[src/rtl/reset_requester.sv]
// reset_requester: builds the active-low board reset request.
// There are three request sources: the debounced front-panel button,
// watchdog expiry and a software strobe. Each request is stretched to a
// fixed length and followed by a holdoff. The holdoff lasts until the
// button is released. The source of the last request is kept on `cause`.
module reset_requester #(
  parameter int DEB_BITS     = 16,
  parameter int WDT_BITS     = 20,
  parameter int REQ_LEN_BITS = 4
) (
  input  logic       clk,
  input  logic       rst,
  input  logic       btn_n,
  input  logic       wdt_en,
  input  logic       wdt_kick,
  input  logic       sw_rst,
  output logic       rst_req_n,
  output logic [1:0] cause,
  output logic       busy
);

  localparam int LEN_W = REQ_LEN_BITS + 1;

  localparam logic [1:0] CAUSE_NONE = 2'b00;
  localparam logic [1:0] CAUSE_BTN  = 2'b01;
  localparam logic [1:0] CAUSE_WDT  = 2'b10;
  localparam logic [1:0] CAUSE_SW   = 2'b11;

  typedef enum logic [1:0] {
    ST_IDLE    = 2'd0,
    ST_ASSERT  = 2'd1,
    ST_HOLDOFF = 2'd2
  } state_e;

  state_e              state_q, state_d;
  logic                sync1_q, sync1_d;
  logic                sync2_q, sync2_d;
  logic                stable_q, stable_d;
  logic [DEB_BITS-1:0] deb_cnt_q, deb_cnt_d;
  logic [WDT_BITS-1:0] wdt_cnt_q, wdt_cnt_d;
  logic [LEN_W-1:0]    len_cnt_q, len_cnt_d;
  logic                rst_req_n_q, rst_req_n_d;
  logic [1:0]          cause_q, cause_d;
  logic                busy_q, busy_d;

  logic                btn_evt;
  logic                wdt_evt;
  logic                sw_evt;
  logic                any_evt;
  logic [1:0]          req_cause;
  logic                len_done;

  // The length counter's MSB means the current phase has run its full length.
  assign len_done = len_cnt_q[REQ_LEN_BITS];

  // The synchronizer and the stable button value come out of reset as
  // "released". A button held down through reset therefore needs a fresh
  // debounce before it can count as a press.
  always_ff @(posedge clk) begin
    if (rst) begin
      state_q     <= ST_IDLE;
      sync1_q     <= 1'b1;
      sync2_q     <= 1'b1;
      stable_q    <= 1'b1;
      deb_cnt_q   <= '0;
      wdt_cnt_q   <= '0;
      len_cnt_q   <= '0;
      rst_req_n_q <= 1'b1;
      cause_q     <= CAUSE_NONE;
      busy_q      <= 1'b0;
    end else begin
      state_q     <= state_d;
      sync1_q     <= sync1_d;
      sync2_q     <= sync2_d;
      stable_q    <= stable_d;
      deb_cnt_q   <= deb_cnt_d;
      wdt_cnt_q   <= wdt_cnt_d;
      len_cnt_q   <= len_cnt_d;
      rst_req_n_q <= rst_req_n_d;
      cause_q     <= cause_d;
      busy_q      <= busy_d;
    end
  end

  // The button goes through a 2-FF synchronizer. The stable value then
  // follows it only after an unbroken run of differing cycles.
  always_comb begin
    sync1_d   = btn_n;
    sync2_d   = sync1_q;
    stable_d  = stable_q;
    deb_cnt_d = '0;
    if (sync2_q != stable_q) begin
      if (&deb_cnt_q) begin
        stable_d = sync2_q;
      end else begin
        deb_cnt_d = deb_cnt_q + DEB_BITS'(1);
      end
    end
  end

  // A press is the cycle in which the stable value falls. The event is used
  // on the same edge that updates stable_q.
  assign btn_evt = stable_q & ~stable_d;

  // The watchdog counts only while it is enabled and idle. A kick wins over
  // the increment. Reaching all-ones without a kick fires the watchdog.
  always_comb begin
    wdt_cnt_d = '0;
    wdt_evt   = 1'b0;
    if (wdt_en && (state_q == ST_IDLE) && !wdt_kick) begin
      if (&wdt_cnt_q) begin
        wdt_evt = 1'b1;
      end else begin
        wdt_cnt_d = wdt_cnt_q + WDT_BITS'(1);
      end
    end
  end

  // The software strobe counts only in IDLE. All events combine here with
  // fixed priority.
  always_comb begin
    sw_evt    = sw_rst && (state_q == ST_IDLE);
    any_evt   = btn_evt | wdt_evt | sw_evt;
    req_cause = CAUSE_NONE;
    if (btn_evt) begin
      req_cause = CAUSE_BTN;
    end else if (wdt_evt) begin
      req_cause = CAUSE_WDT;
    end else if (sw_evt) begin
      req_cause = CAUSE_SW;
    end
  end

  // Next-state logic. The length counter starts at 1 so that its MSB is set
  // after exactly 2^REQ_LEN_BITS cycles in each phase. After that it holds
  // rather than wraps.
  always_comb begin
    state_d   = state_q;
    len_cnt_d = len_cnt_q;
    case (state_q)
      ST_IDLE: begin
        if (any_evt) begin
          state_d   = ST_ASSERT;
          len_cnt_d = LEN_W'(1);
        end
      end
      ST_ASSERT: begin
        if (len_done) begin
          state_d   = ST_HOLDOFF;
          len_cnt_d = LEN_W'(1);
        end else begin
          len_cnt_d = len_cnt_q + LEN_W'(1);
        end
      end
      ST_HOLDOFF: begin
        if (len_done && stable_q) begin
          state_d   = ST_IDLE;
          len_cnt_d = '0;
        end else if (!len_done) begin
          len_cnt_d = len_cnt_q + LEN_W'(1);
        end
      end
      default: begin
        state_d   = ST_IDLE;
        len_cnt_d = '0;
      end
    endcase
  end

  // Registered outputs are computed from the next state. The request
  // therefore drops on the same edge that accepts the event.
  always_comb begin
    rst_req_n_d = (state_d != ST_ASSERT);
    busy_d      = (state_d != ST_IDLE);
    cause_d     = cause_q;
    if ((state_q == ST_IDLE) && any_evt) begin
      cause_d = req_cause;
    end
  end

  assign rst_req_n = rst_req_n_q;
  assign cause     = cause_q;
  assign busy      = busy_q;

endmodule

[config.mk]
export PLATFORM = sky130hd
export DESIGN_NAME = reset_requester
export DESIGN_NICKNAME = d
export VERILOG_FILES = /design/src/rtl/reset_requester.sv
export SDC_FILE = /design/constraint.sdc
export NUM_CORES = 1
export LEC_CHECK = 0
export CORE_ASPECT_RATIO = 0.8
export CORE_UTILIZATION = 40
export DETAILED_ROUTE_END_ITERATION = 12
export GPL_TIMING_DRIVEN = 0
export PLACE_DENSITY = 0.63
export SETUP_SLACK_MARGIN = 0.5
export SYNTH_ARGS = -nofsm -noshare
export SYNTH_HDL_FRONTEND = slang
export SYNTH_SLANG_ARGS = --single-unit
[constraint.sdc]
create_clock -name clk -period 2 [get_ports clk]
set_input_delay 0.4 -clock clk [delete_from_list [all_inputs] [get_ports clk]]
set_output_delay 0.4 -clock clk [all_outputs]
set_load 0.02 [all_outputs]
==> Slide: Implementation Results, run 1 <==
Implementation Results

Place
  – IO buf count: 8
  – Inst Count DP: around 310

Logic synthesis
  – Dominant cell area share: 45.2%
  – Post-synth EDFFs: 0
  – Distinct lib cells used: roughly 40
  – Post-Synthesis Cells: ~240
  – Yosys reg bits: roughly 50
  – Yosys cell count: ~240
  – Top cells, area: dfxtp_1, nor2_1, xnor2_1
  – Mapped Nets: around 250
  – Mapped Area: between 2000 and 2500 µm²
  – Synthesis area per yosys: around 2200 µm²
  – Syn_area_per_cell: around 9.1 µm²

Final timing
  – Post-layout min period: ~1700 ps
  – Worst Tran Pin Value: between 500 and 600 ps
  – Final hold violation count: 0
  – Endpoints failing setup: 0
  – RSZ-0062 raised after global routing: true
  – Max Clk Rate: between 600 and 700 MHz
  – Max Slew Vio Count: 0

Clock network
  – CTS Buf Count: 5
  – CTS tree: done
  – Latency at later pin: just over 300 ps
  – Clock Sinks: about 50
  – Root Buffer: clkbuf_8
  – Hold_buf cts: 0

Finish
  – Most instantiated logic cells after routing: nor2_1, buf_4, dfxtp_1, dfxtp_2
  – Most instantiated logic cell after routing: nor2_1
  – Final net count: 298
  – Area grow syn2layout: 36.4%
  – Finished Layout Cells: about 350

Power and ir drop
  – VDD IR max: 0.000399 V
  – Leakage: around 1.1 nW

Critical path
  – Worst path required time: 2200 ps
  – CP max FO: 3
  – WP data arrival: between 1500 and 2000 ps
  – FF-to-FF path depth: 6
  – R2R Path End: stable_q
  – Setup CP Type: flip-flop to flip-flop

Floorplanning
  – Fp util: approximately 43%
  – IO Pins: 10
  – Row Count: 23
  – Die Wd: 85.1 µm
  – Core ar.: about 5200 µm²

Drt
  – Via/cell ratio: roughly 5.2
  – Detail Route Antenna Nets: 0
  – Routed len/inst: about 14 µm
  – Initial DRC count: between 90 and 100
  – Routed vias: about 1800
  – # DRC: 0

Status
  – Status: complete, no violations

GRT
  – Grt ovf: 0
  – Initial antenna violation count: 0
  – Vias in the first global route: 1629

Job
  – Max cap viols: 0
  – OpenROAD warning count: 29

Min path
  – WHS Endpoint: sync2_q
  – Min-delay src: sync1_q
-- run 1: per-stage QoR --
step           hold WS [ps]  worst slack, ps  utilization, %  cell area (µm²)
6_report                419              341            58.6             3020
5_1_grt                 449              284            58.6             3020
4_1_cts                 417              270            54.1             2790
3_5_place_dp            396             99.0            46.7             2410
3_3_place_gp            392             97.3            46.7             2410
2_1_floorplan           389              343               -             2250
-- run 1: power breakdown --
part / total, mW / switching, mW / internal, mW
Combinational: 0.108 / 0.0593 / 0.0484
Sequential: 1.01 / 0.00962 / 1.00
Clock: 0.734 / 0.333 / 0.401
-- run 1: sequential cells by signal, indices dropped and copies added, names as in the netlist --
name	cells
len_cnt_q	5
busy	1
cause	2
sync1_q	1
state_q	2
stable_q	1
sync2_q	1
deb_cnt_q	16
rst_req_n	1
wdt_cnt_q	20
-- run 1: synthesized netlist by cell type, drive strengths merged (3+ instances only) --
cell,number
nand2,15
a21oi,6
nor3,6
ha,3
xnor2,17
and3,5
xor2,17
nor2,47
dfxtp,50
clkbuf,3
inv,5
nand3,16
nand4,11
o21ai,3
a211oi,4
or2,4
buf,4
nor4,6
-- run 1: area by class of cell --
| class | instances | area [µm²] |
|---|---|---|
| plain buffers | 7 | 50.0 |
| clock buffers | 6 | 82.6 |
| clock inverters | 1 | 30.0 |
| fillers | 448 | 2130 |
| inverters | 5 | 18.8 |
| multi-input cells | 182 | 1400 |
| flip-flops and latches | 50 | 1040 |
| well taps | 62 | 77.6 |
| repair buffers | 38 | 312 |
-- run 1: worst max path at each step --
stage	startpoint	end	slack [ps]
after floorplan	deb_cnt_q[0]	len_cnt_q[0]	340
after global placement	sw_rst	len_cnt_q[1]	100
after detailed placement	sw_rst	len_cnt_q[1]	100
after CTS	deb_cnt_q[0]	len_cnt_q[3]	270
after global routing	wdt_cnt_q[1]	wdt_cnt_q[18]	280
final	deb_cnt_q[12]	stable_q	340
-- run 1: timing repair --
action                                  CTS  global route
pin swaps                                13            24
cloned                                    1             2
buffers inserted                         19             8
gates resized                            46            47
endpoints found under the setup margin   46            41
-- run 1: critical path, cell delays in order (launching register included) --
cell,delay [ps]
dfxtp_2,340
nand4_1,150
nor4_4,340
buf_4,170
buf_6,90
and2b_2,200
a211o_2,260
-- run 1: layer usage --
layer / track usage [%] / vias up / wire [µm]
met4: 6.36 / 0 / 68
met1: 22.1 / 860 / 2330
met2: 27.3 / 25 / 2260
li1: - / 937 / -
met3: 3.69 / 7 / 147
met5: 0 / - / 0
-- run 1: cells by family (layout without fill, tap and decap cells) --
| group | count (synthesis) | count (layout) | synth area share [%] |
|---|---|---|---|
| xor gates and xnor gates | 34 | 34 | 13.5 |
| AOI/OAI and AO/OA | 24 | 24 | 8.14 |
| and+or+nand+nor | 121 | 121 | 29.2 |
| adders and majority gates | 3 | 3 | 1.70 |
| DFF | 50 | 50 | 45.2 |
| buffers and inverters | 12 | 57 | 2.26 |
### Routed metal, one colour a layer, run 1

Only two layers are drawn.
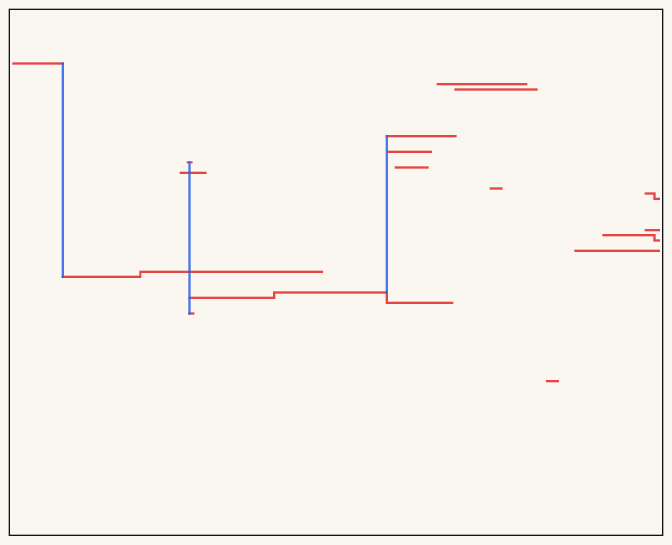
[red] M3 | wire length: 147 µm
[blue] M4 | wire length: 68.0 µm

### I/O pins on the die edge, run 1

Pins as bars across the die edge, other pins in grey.
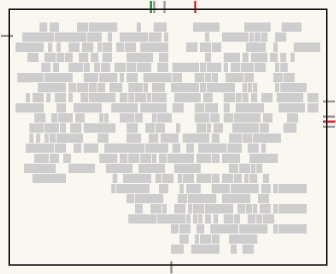
[green] `wdt_kick` | pins: 1 | direction: input | edge: top
[red] `cause` | pins: 2 | direction: output | edge: 1 top, 1 right
all pins by edge: 4 right, 4 top, 1 bottom, 1 left

### Congestion heat map, run 1

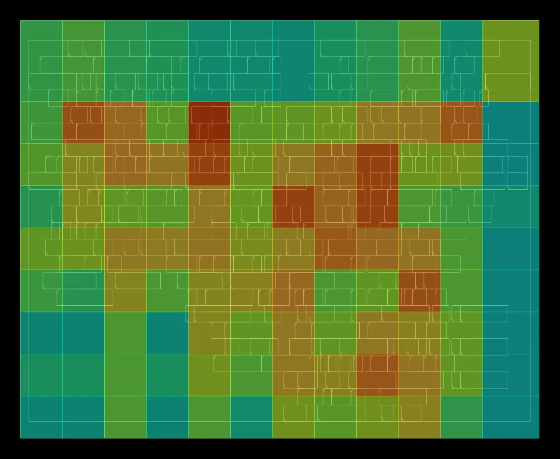
gr usage total: 16.8%
met2 Usage GRT: 27.3%
Core Util, Final: 58.6%

### Register map, names as in the netlist, run 1

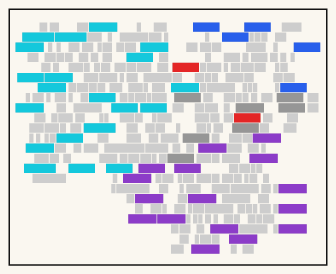

==> run 2: changes to the inputs <==
- PLACE_DENSITY: 0.63 -> 0.65
- clock period: 2 -> 1.4 ns (I/O delays scaled with it)
### Register map, names as in the netlist, run 2

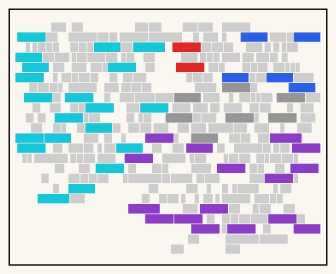
[purple] `deb_cnt_q` | flops: 16
[red] `cause` | flops: 2
[cyan] `wdt_cnt_q` | flops: 20
[blue] `len_cnt_q` | flops: 5 | where: upper right
not coloured: 7

==> run 2 against run 1 <==
The flow now finishes with violations (negative setup slack). First-iteration DRC count is 56% lower. Synthesized cell count stayed put. Register-to-register slack worse by 660 ps. Sequential power is 44% higher. Critical path type unchanged. Design area is 3.9% higher. Cell count is 0.57% higher. Largest power group unchanged. Via count is 0.49% higher. Combinational power is 79% higher. Setup slack worse by 660 ps. Sequential share of layout area is 1.1 points lower. Largest cell class unchanged. Sequential cell count stayed put. Routed wire length is 0.15% lower.
==> Slide: Implementation Results, run 2 <==
Implementation Results

Critical path
  – Setup CP Type: flip-flop to flip-flop
  – FF-to-FF path depth: 6 (unchanged)
  – CP max FO: 4 (+1)
  – WP data arrival: 1920 ps (+60 ps)
  – Worst path required time: 1600 ps (-600 ps)

Logic synthesis
  – Synthesis area per yosys: 2210 µm² (unchanged)
  – Syn_area_per_cell: 9.07 µm² (unchanged)
  – Top-count cell post-synth: dfxtp_1
  – Top cells by count: dfxtp_1, nor2_1, xnor2_1, xor2_1
  – Yosys cell count: 244 (unchanged)
  – Dominant cell area share: 45.2% (unchanged)
  – Distinct lib cells used: 41 (unchanged)
  – Post-synth EDFFs: 0 (unchanged)
  – Top cells, area: dfxtp_1, nor2_1, xnor2_1
  – Mapped Nets: 253 (unchanged)
  – Yosys reg bits: 50 (unchanged)
  – Mapped Area: 2210 µm² (unchanged)
  – Post-Synthesis Cells: 244 (unchanged)

Finish
  – Max reg flops: 20 (unchanged)
  – Area grow syn2layout: 41.7%
  – Register name with the most flops: wdt_cnt_q
  – Most instantiated logic cell after routing: dfxtp_2
  – Final net count: 299 (+0.34%)
  – Post-route cell area: 3140 µm² (+3.9%)
  – Core Util, Final: 60.9% (+2.3 points)
  – MI comb area: 1440 µm² (+2.8%)
  – # fillers: 420 (-6.3%)
  – Most instantiated logic cells after routing: dfxtp_2, nor2_2, buf_4
  – Largest regs: wdt_cnt_q: 20 flops, deb_cnt_q: 16 flops, len_cnt_q: 5 flops

GRT
  – Gr usage total: 17.0% (+0.27 points)
  – Grt ovf: 0 (unchanged)
  – Initial antenna violation count: 0 (unchanged)
  – Vias in the first global route: 1681 (+3.2%)

Drt
  – Routed len/inst: 13.6 µm (-0.71%)
  – Routed vias: 1838 (+0.49%)
  – Detail Route Antenna Nets: 0 (unchanged)
  – Via/cell ratio: 5.21 (about the same)
  – Initial DRC count: 43 (-56%)

Floorplanning
  – Fp util: 42.9% (unchanged)
  – Core ar.: 5150 µm² (unchanged)
  – Die Wd: 85.1 µm (unchanged)
  – IO Pins: 10 (unchanged)

Clock network
  – Hold_buf cts: 0 (unchanged)
  – Latency at later pin: 310 ps (about the same)
  – CTS Buf Count: 5 (unchanged)
  – CTS tree: done
  – Root Buffer: clkbuf_8

Place
  – Final GP Congestion: approximately 0.76
  – IO buf count: 8 (unchanged)
  – Placed instance area: 2500 µm² (+3.7%)

Final timing
  – Final hold violation count: 0 (unchanged)
  – Post-layout min period: 1720 ps (+62.6 ps)
  – Max Slew Vio Count: 0 (unchanged)
  – Max Clk Rate: 581 MHz (-3.6%)
  – RSZ-0062 raised after global routing: true
  – Endpoints failing setup: 46 (+46)
  – Setup ws final: -321 ps (-663 ps)

Status
  – Status: finished with violations
  – Failing checks: negative setup slack

Job
  – OpenROAD warning count: 29 (unchanged)
  – Max cap viols: 0 (unchanged)

Power and ir drop
  – Leakage: 1.15 nW (+4.5%)
[run 2: cell counts after synthesis]
Identical to the previous run, type by type.
[run 2: worst max-delay path, stage by stage (launching register included)]
cell and delay, ps:
dfxtp_4 370, ha_4 140, and4_4 250, nand2_4 60, nor4_4 430, o31ai_4 140
a211o_1 250
[run 2: per-layer routing]
| layer | up-vias | GRT usage (%) | wire length, µm |
|---|---|---|---|
| met3 | 7 | 3.69 | 95 |
| met4 | 0 | 5.72 | 59 |
| met5 | - | 0 | 0 |
| met1 | 879 | 21.7 | 2350 |
| met2 | 11 | 29.2 | 2290 |
| li1 | 941 | - | - |
[run 2: per-stage QoR]
step	hold slack, ps	power [mW]	instances	setup WS, ps
detailed placement	396	1.63	314	-398
CTS	209	2.49	344	-344
finish	212	2.48	353	-321
floorplan	389	1.58	244	-257
global placement	392	1.63	314	-395
global route	205	2.58	353	-386
[run 2: what timing repair did]
item / CTS / global route
pin swaps: 11 / 20
gates cloned: 2 / 1
setup buffers: 20 / 8
hold endpoints to repair: 0 / 0
setup endpoints to repair: 52 / 52
resized: 69 / 52
[run 2: kinds of logic (layout without fill, tap and decap cells)]
| logic type | after synthesis | after routing | share of synthesized area, % |
|---|---|---|---|
| compound gates | 24 | 24 | 8.14 |
| flops | 50 | 50 | 45.2 |
| simple gates | 121 | 121 | 29.2 |
| fa+ha+maj | 3 | 3 | 1.70 |
| xor+xnor | 34 | 34 | 13.5 |
| buf+inv | 12 | 59 | 2.26 |
[run 2: power breakdown]
| part | switching (mW) | leakage (nW) | internal (mW) |
|---|---|---|---|
| Sequential | 0.0159 | 0.421 | 1.44 |
| Combinational | 0.0915 | 0.686 | 0.102 |
| Clock | 0.485 | 0.0452 | 0.354 |
| Total | 0.592 | 1.15 | 1.89 |
[run 2: cell type report]
type	count	area share, %
buffer	7	2.87
clock buffer	6	2.31
inverter	5	0.599
timing repair buffer	39	11.8
sequential	50	33.6
multi-input combinational	182	46.0
tap	62	2.47
clock inverter	2	0.439
[run 2: final timing paths]
path	startpoint	endpoint	slack, ps
max reg2reg	wdt_cnt_q[0]	rst_req_n	-320
min reg2reg	sync1_q	sync2_q	410
max	wdt_cnt_q[0]	rst_req_n	-320
min	rst	sync2_q	210
No activity file was given, so power comes from the tool's default toggle rates.
